Fig. 1: metal 3
(6 px per um)
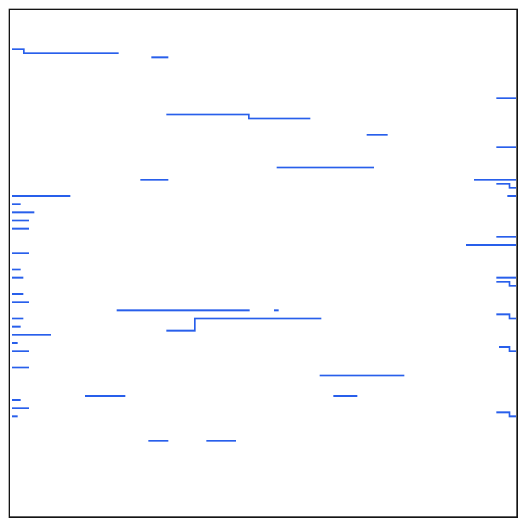
Fig. 2: logic cells by family
(4 px per um)
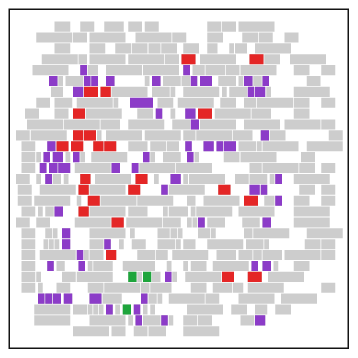
Fig. 3: placed cells, one colour a class
(4 px per um) Fill, decap, tap and diode cells in grey.
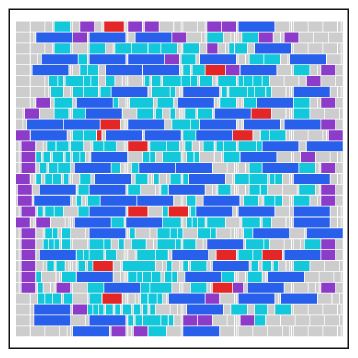
Fig. 4: cells by drive strength
(4 px per um)
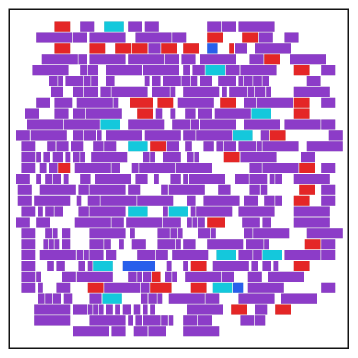
Fig. 5: routing congestion map
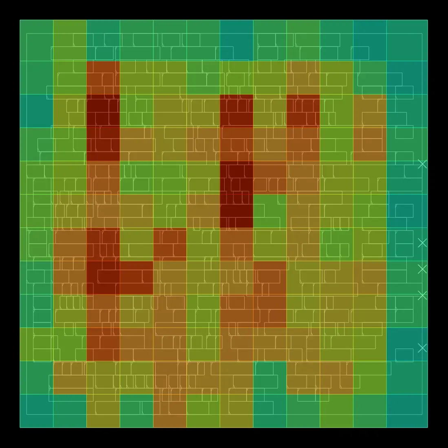
$ cat src/rtl/bin2bcd_6dig_module.sv
// Sequential 20-bit binary to six-digit packed BCD converter (shift-add-3, one bit per clock).
// Optional macro LEADING_ZERO_BLANK_EN replaces leading zero digits with 4'hF on output.
module bin2bcd_6dig_module #(
  parameter int unsigned         BIN_W   = 20,
  parameter int unsigned         DIGITS  = 6,
  parameter logic [BIN_W-1:0]    MAX_VAL = 20'd999999
) (
  input  logic                  CLK,
  input  logic                  RST,
  input  logic                  Start_Sig,
  input  logic [BIN_W-1:0]      Bin_Data,
  output logic                  Busy_Sig,
  output logic                  Done_Sig,
  output logic                  Ovf_Sig,
  output logic [4*DIGITS-1:0]   Number_Sig
);

  localparam int unsigned BcdW = 4 * DIGITS;
  localparam int unsigned CntW = $clog2(BIN_W);

  typedef enum logic [1:0] {StIdle, StShift, StDone} state_e;

  state_e            state_q;
  logic [BIN_W-1:0]  bin_q;
  logic [BcdW-1:0]   bcd_q;
  logic [CntW-1:0]   cnt_q;
  logic              ovf_q;
  logic              busy_q;
  logic              done_q;
  logic              ovf_out_q;
  logic [BcdW-1:0]   number_q;

  logic [BcdW-1:0]   bcd_adj;
  logic [BcdW-1:0]   bcd_d;
  logic [BIN_W-1:0]  bin_d;
  logic [BcdW-1:0]   number_d;
  logic              lead;

  // Add-3 correction followed by the shift, chained within a single cycle.
  always_comb begin
    bcd_adj = bcd_q;
    for (int i = 0; i < int'(DIGITS); i++) begin
      if (bcd_q[4*i +: 4] >= 4'd5) begin
        bcd_adj[4*i +: 4] = bcd_q[4*i +: 4] + 4'd3;
      end
    end
    bcd_d = {bcd_adj[BcdW-2:0], bin_q[BIN_W-1]};
    bin_d = {bin_q[BIN_W-2:0], 1'b0};
  end

  always_comb begin
    number_d = bcd_q;
    lead     = 1'b1;
`ifdef LEADING_ZERO_BLANK_EN
    // Least significant digit is never blanked so zero still shows as "0".
    for (int i = int'(DIGITS) - 1; i > 0; i--) begin
      if (lead && (bcd_q[4*i +: 4] == 4'd0)) begin
        number_d[4*i +: 4] = 4'hF;
      end else begin
        lead = 1'b0;
      end
    end
`endif
  end

  always_ff @(posedge CLK or posedge RST) begin
    if (RST) begin
      state_q   <= StIdle;
      bin_q     <= '0;
      bcd_q     <= '0;
      cnt_q     <= '0;
      ovf_q     <= 1'b0;
      busy_q    <= 1'b0;
      done_q    <= 1'b0;
      ovf_out_q <= 1'b0;
      number_q  <= '0;
    end else begin
      done_q <= 1'b0;
      unique case (state_q)
        StIdle: begin
          busy_q <= Start_Sig;
          if (Start_Sig) begin
            bin_q   <= (Bin_Data > MAX_VAL) ? MAX_VAL : Bin_Data;
            ovf_q   <= (Bin_Data > MAX_VAL);
            bcd_q   <= '0;
            cnt_q   <= CntW'(BIN_W - 1);
            state_q <= StShift;
          end
        end
        StShift: begin
          busy_q <= 1'b1;
          bcd_q  <= bcd_d;
          bin_q  <= bin_d;
          cnt_q  <= cnt_q - 1'b1;
          if (cnt_q == '0) begin
            state_q <= StDone;
          end
        end
        StDone: begin
          busy_q    <= 1'b1;
          done_q    <= 1'b1;
          number_q  <= number_d;
          ovf_out_q <= ovf_q;
          state_q   <= StIdle;
        end
        default: state_q <= StIdle;
      endcase
    end
  end

  assign Busy_Sig   = busy_q;
  assign Done_Sig   = done_q;
  assign Ovf_Sig    = ovf_out_q;
  assign Number_Sig = number_q;

endmodule

$ cat config.mk
export PLATFORM = sky130hd
export DESIGN_NAME = bin2bcd_6dig_module
export DESIGN_NICKNAME = d
export VERILOG_FILES = /design/src/rtl/bin2bcd_6dig_module.sv
export SDC_FILE = /design/constraint.sdc
export NUM_CORES = 1
export LEC_CHECK = 0
export CORE_UTILIZATION = 55
export DETAILED_ROUTE_END_ITERATION = 8
export PLACE_DENSITY = 0.8
export REMOVE_ABC_BUFFERS = 1
export SETUP_SLACK_MARGIN = 0.3
export SLEW_MARGIN = 20
export SYNTH_ARGS = -nofsm -noshare
export SYNTH_HDL_FRONTEND = slang
export SYNTH_SLANG_ARGS = --single-unit
$ cat constraint.sdc
create_clock -name CLK -period 4.2 [get_ports CLK]
set_input_delay 0.42 -clock CLK [delete_from_list [all_inputs] [get_ports CLK]]
set_output_delay 0.42 -clock CLK [all_outputs]
set_load 0.02 [all_outputs]
==> summary.txt <==
First-pass iteration count of the detailed router = 8
Chip height = 84.4 um
Yosys aoi share = 0.160
Worst Slack Setup Final = 1.91 ns
# resized after CTS = 0
WL met2 = 3.54 mm
Failing checks = DRC
Drt drc = 10
Seq. pwr = 1190 uW
Finished Cell Area = 4450 um^2
Internal = 1800 uW
Yosys xor share = 0.0282
Setup tns final = 0 ns
Final Hold Vio Count = 0
N_diodes = 0
Vias = 2598
Yosys Warn Count = 0
CP startpoint kind = register
Outcome = finished, violations left
Hold-fix buffers, CTS = 0
Rel. slew slack = 0.482
Register-to-register setup slack = 1.91 ns
Fin nets = 412
Finished Layout Cells = 451
-- Fig. 1 (at the start) --
The wires run mostly horizontal. The longest straight run is 21.8 um.

-- Fig. 2 (at the start) --
Red is AND-OR and OR-AND gates, cells 24. Purple is inverting AOI/OAI gates, cells 64, where widely spread. Green is AND and OR gates, cells 3.

-- Fig. 3 (at the start) --
Cyan is all other logic, cells 230, share of their area 39%. Purple is other buffers and delay cells, cells 51, share of their area 12%. Red is clock drivers and dummy loads, cells 14, share of their area 4.2%. Blue is flip-flops, cells 79, share of their area 45%.

-- Fig. 4 (at the start) --
Blue is drive 3 to 4, cells 3, share 0.80%. Red is drive 2, cells 35, share 9.4%. Cyan is drive 6 and up, cells 13, share 3.5%. Purple is drive 1 or less, cells 323, share 86%.

-- Fig. 5 (at the start) --
Most Crowded Layer GR: met2
Global Route Usage Sum: 0.227
routing usage on met2: 0.381

No activity file was given, so power comes from the tool's default toggle rates.
